<file path="config.mk">
export PLATFORM = sky130hd
export DESIGN_NAME = vld_rdy_distributor
export DESIGN_NICKNAME = d
export VERILOG_FILES = /design/src/rtl/vld_rdy_distributor.sv
export SDC_FILE = /design/constraint.sdc
export NUM_CORES = 1
export LEC_CHECK = 0
export CORE_AREA = 2 2 39 41
export DETAILED_ROUTE_END_ITERATION = 8
export DIE_AREA = 0 0 41 43
export PLACE_DENSITY = 0.3
export SETUP_SLACK_MARGIN = 0.15
export SYNTH_ARGS = -nofsm -noshare
export SYNTH_HDL_FRONTEND = slang
export SYNTH_SLANG_ARGS = --single-unit
</file>
<file path="constraint.sdc">
create_clock -name clock -period 0.9 [get_ports clock]
set_input_delay 0.09 -clock clock [delete_from_list [all_inputs] [get_ports clock]]
set_output_delay 0.09 -clock clock [all_outputs]
set_load 0.05 [all_outputs]
</file>
<file path="src/rtl/vld_rdy_distributor.sv">
// Valid/ready broadcast fork: every upstream token goes to two consumers exactly once.
// Upstream retires the token only when both consumers have taken it, in any order.
module vld_rdy_distributor (
  input  logic clock,
  input  logic reset,
  input  logic up_valid,
  output logic up_ready,
  output logic dn1_valid,
  input  logic dn1_ready,
  output logic dn2_valid,
  input  logic dn2_ready
);

  logic done1_q, done2_q;
  logic done1_d, done2_d;
  logic up_fire, dn1_fire, dn2_fire;

  // doneK marks that consumer K already holds the current token
  always_comb begin
    dn1_valid = 1'b0;
    dn2_valid = 1'b0;
    up_ready  = 1'b0;
    if (!reset) begin
      dn1_valid = up_valid & ~done1_q;
      dn2_valid = up_valid & ~done2_q;
      up_ready  = (done1_q | dn1_ready) & (done2_q | dn2_ready);
    end
  end

  assign up_fire  = up_valid  & up_ready;
  assign dn1_fire = dn1_valid & dn1_ready;
  assign dn2_fire = dn2_valid & dn2_ready;

  always_comb begin
    done1_d = done1_q | dn1_fire;
    done2_d = done2_q | dn2_fire;
    if (up_fire) begin
      done1_d = 1'b0;
      done2_d = 1'b0;
    end
  end

  always_ff @(posedge clock) begin
    if (reset) begin
      done1_q <= 1'b0;
      done2_q <= 1'b0;
    end else begin
      done1_q <= done1_d;
      done2_q <= done2_d;
    end
  end

endmodule

</file>
Fig. 1: run 1, selected gate families
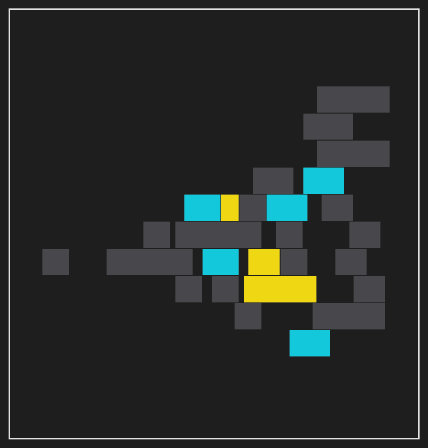
Key: nor cells = cyan [cells 5]; aoi and oai cells = yellow [cells 3]

Fig. 2: run 1, drive-strength map
Bar = 10 um.
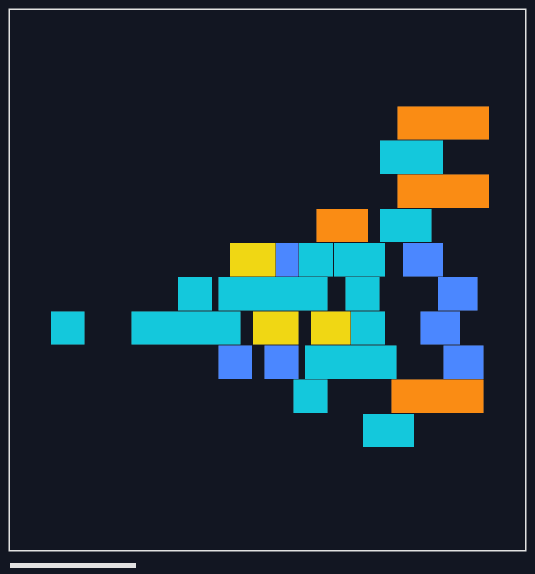
Key: x3 and x4 = cyan [cells 13]; x6 and larger = orange [cells 4]; x2 = yellow [cells 3]; x1 and smaller = blue [cells 7]

Fig. 3: run 1, clock wires, drivers and flops
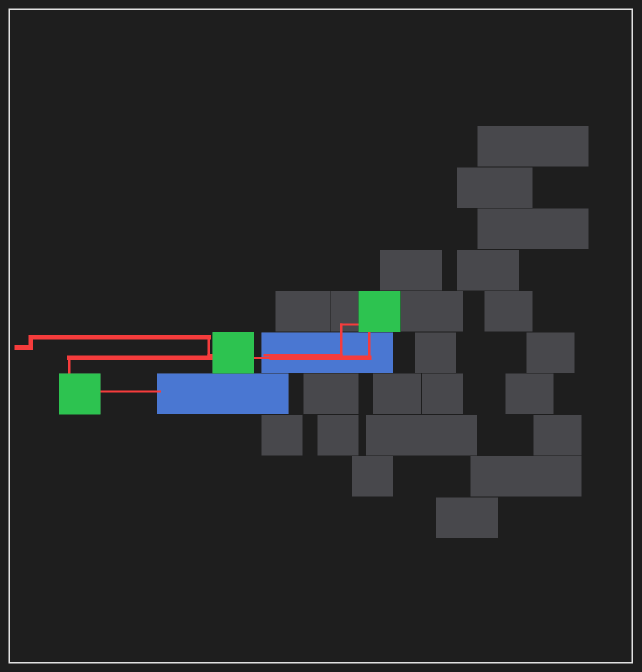
Key: clock wires = red [length 54.0 um]; flip-flops = blue [count 2]; clock-net drivers = green [count 3]
There are 4 routed clock nets.

==> qor.yml, run 1 <==
setup_viol: 3
firstDrtPassIters: 2
min_delay_path_depth: 3
cts_root_buf: "clkbuf_4"
relSlewSlack_pct: 87.6
globalRouteOverflowTotal: 0
ir_worst_vdd_v: 0.000550
die_width_um: 41
drtAntennaViolNets: 0
synth.distinct_cells: 7
port_buffers: 7
switchingPower_uw: 130
status: "complete, but fails checks"
cts_buffer_depth: 2
finClkSkew_ns: 0.00436
via_per_inst: 3.72
rsz0062_at_grt: "true"
r2r_slack_ns: 0.08
worstReg2RegStart: "done1_q"
antenna_found_initial: 0
hpwl_um: 268
place_area_um2: 273
reg.largest.list: "done1_q: 1 flops, done2_q: 1 flops"
post_drt_wl_per_cell_um: 9.74
whs_endpoint: "done1_q"
area_growth_pct: 239
drc: 0
htree_levels: 1
avgSynthCellArea_um2: 7.60
insertion_delay_ns: 0.22
violations: "setup timing"
cts.sinks: 2
grt_pass1_wl_um: 696
fmax_mhz: 977
p_int_uw: 316
warnings: 29
totalWireLength_um: 419
synth.area.mux_share_pct: 0
setup_slack_ns: -0.124
drive_above_1_share_pct: 74.1
run 1: power groups by stage:
stage               clock network, uW  registers, uW  logic, uW
floorplan                           0            104       58.0
global placement                    0            106        132
detailed placement                  0            105        132
CTS                               206            103        140
global route                      219            103        157
finish                            196            103        148
run 1: layer usage:
layer / wire, um / global-route usage (%)
met5: 0 / 0
met4: 0 / 4.00
met3: 64 / 7.85
met2: 194 / 7.81
met1: 159 / 6.71
run 1: cell type report:
class | count | area [um^2]
Fill cell | 146 | 1050
Tap cell | 16 | 20.0
Multi-Input combinational cell | 11 | 116
Clock buffer | 3 | 22.5
Sequential cell | 2 | 47.5
Timing Repair Buffer | 11 | 129
run 1: worst max-delay path, cell delays in order (launching register included):
cell and delay, ns:
dfxtp_4 0.36, o22ai_4 0.17, nor2_4 0.05, buf_12 0.14
run 1: cells in the mapped netlist, drive strengths merged:
| master | count | area share, % |
|---|---|---|
| dfxtp | 2 | 41 |
| nor2 | 3 | 11 |
| o22ai | 1 | 6.3 |
| a21oi | 2 | 10 |
| o21a | 2 | 15 |
| nand2b | 1 | 6.3 |
| nor3 | 2 | 10 |
run 1: stage by stage:
| stage | std cells | TNS [ns] | setup WS, ns | hold slack (ns) | total power, uW |
|---|---|---|---|---|---|
| after floorplan | 13 | 0 | 0.0578 | 0.159 | 162 |
| after global placement | 39 | -0.860 | -0.200 | 0.559 | 238 |
| after detailed placement | 39 | -0.825 | -0.201 | 0.551 | 237 |
| after CTS | 43 | -0.200 | -0.133 | 0.297 | 449 |
| after global routing | 43 | -0.227 | -0.151 | 0.338 | 479 |
| final | 43 | -0.145 | -0.124 | 0.325 | 447 |
run 1: repair_timing:
item	in CTS	in global routing
cloned	0	0
gates resized	10	3
buffers inserted	1	0
pin swaps	5	4
endpoints found under the setup margin	5	5
==> run 1 -> run 2 <==
- SLEW_MARGIN: default -> 20
- TNS_END_PERCENT: default -> 5
Fig. 4: run 2, cells colored by class
Bar = 10 um.
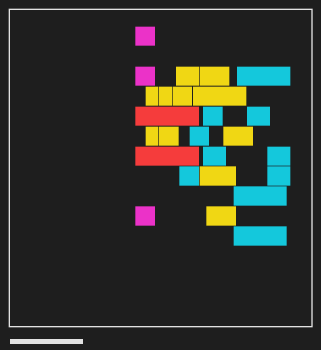
Key: remaining logic cells = yellow [cells 11]; clock-net drivers = magenta [cells 3]; registers = red [cells 2]; remaining buffers and delay cells = cyan [cells 10]

Fig. 5: run 2, clock wires, drivers and flops
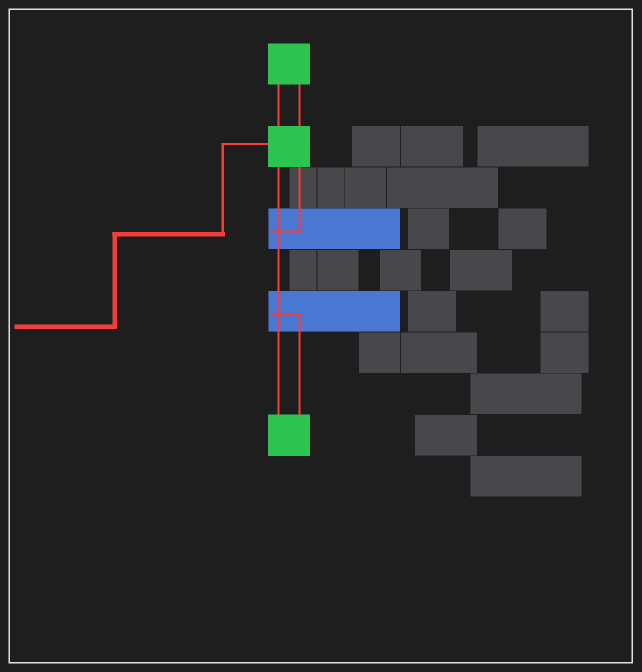
Key: flip-flops = blue [count 2]; clock wires = red [length 76.1 um]; clock-net drivers = green [count 3]
There are 4 routed clock nets.

Fig. 6: run 2, drive-strength map
Bar = 10 um.
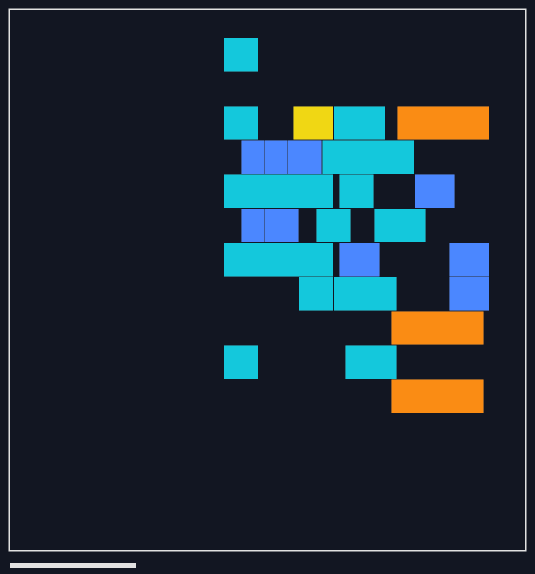
Key: x1 and smaller = blue [cells 9]; x3 and x4 = cyan [cells 13]; x2 = yellow [cells 1]; x6 and larger = orange [cells 3]

==> run 2 against run 1 <==
Net effect: the flow still finishes with violations (setup timing); clock power about the same; synthesized cell count unchanged; clock skew decreased by 0.0030 ns; cell area fell by 6.3%; utilization down 1.5 points; sequential power is essentially flat; largest power group unchanged.
==> qor.yml, run 2 <==
status: "complete, but fails checks"
violations: "setup timing"
htree_levels: 1
cts_buffer_depth: 2
ys_top_cells_by_count: "3 x nor2_1, 2 x a21oi_1, 2 x dfxtp_1, 2 x nor3_1, 2 x o21a_1"
grt_pass1_wl_um: 579
dp_slack_ns: -0.211
synthArstFlopShare_pct: 0
final.fill_count: 148
yosysMostFrequentCell: "nor2_1"
setup_slack_ns: -0.113
firstDrtPassIters: 2
antenna_found_initial: 0
max_stage_delay_ns: 0.35
hpwl_um: 252
r2r_slack_ns: 0.07
die_width_um: 41
synth_area_leader_cell: "dfxtp_1"
totalWireLength_um: 367
synth-edff-count: 0
drive_above_1_share_pct: 65.4
setup_viol: 2
seq_power_uw: 102
ff_type: "dfxtp_1"
ir_worst_vdd_v: 0.000248
finClkSkew_ns: 0.00136
area_growth_pct: 218
seq_area_um2: 47.5
top_cell_area_share_pct: 40.5
warnings: 29
port_buffers: 7
drtAntennaViolNets: 0
run 2: cell count changes in the layout (fill, tap and decap cells not counted):
cell    change
buf_6       -1
nor3_1      +2
nor3_2      -2
run 2: what timing repair did:
action	CTS	global route
setup endpoints to repair	5	5
setup buffers	1	0
resized	9	1
pin swaps	5	3
run 2: logic make-up after synthesis:
family             Yosys count  share of synthesized area (%)
and+or+nand+nor              6                           27.9
DFF                          2                           40.5
AOI/OAI and AO/OA            5                           31.6
run 2: worst max-delay path, delay by kind of cell (launching register included):
family / cells / cell delay [ns]
flops: 1 / 0.35
buf+inv: 1 / 0.14
simple gates: 1 / 0.05
compound gates: 1 / 0.16
run 2: worst max-delay path by stage:
stage	from	to	slack [ns]	depth (start not counted)
finish	done2_q	up_ready	-0.11	3
global route	done1_q	up_ready	-0.14	3
CTS	done2_q	up_ready	-0.13	3
detailed placement	reset	dn2_valid	-0.21	4
global placement	reset	dn2_valid	-0.21	4
floorplan	done2_q	dn2_valid	0.05	1
run 2: stage by stage:
stage	area, um^2	setup TNS [ns]	std cells	total power, uW	hold slack [ns]
after floorplan	125	0	13	159	0.159
after global placement	260	-0.842	38	232	0.546
after detailed placement	260	-0.745	38	231	0.542
after CTS	310	-0.168	42	450	0.303
after global routing	314	-0.206	42	457	0.350
final	314	-0.120	42	434	0.322
run 2: layout make-up:
type	instances	area share [%]
clock buffer	3	7.17
sequential	2	15.1
multi-input combinational	11	33.9
tap	16	6.37
timing repair buffer	10	37.5
run 2: routing by layer:
metal | global-route usage (%) | wire length, um | vias to the layer above
met1 | 4.47 | 119 | 63
li1 | - | - | 75
met4 | 8.00 | 6 | 0
met5 | 0 | 0 | -
met2 | 7.19 | 195 | 8
met3 | 3.14 | 46 | 2
Power is estimated from default activity; no workload was simulated.
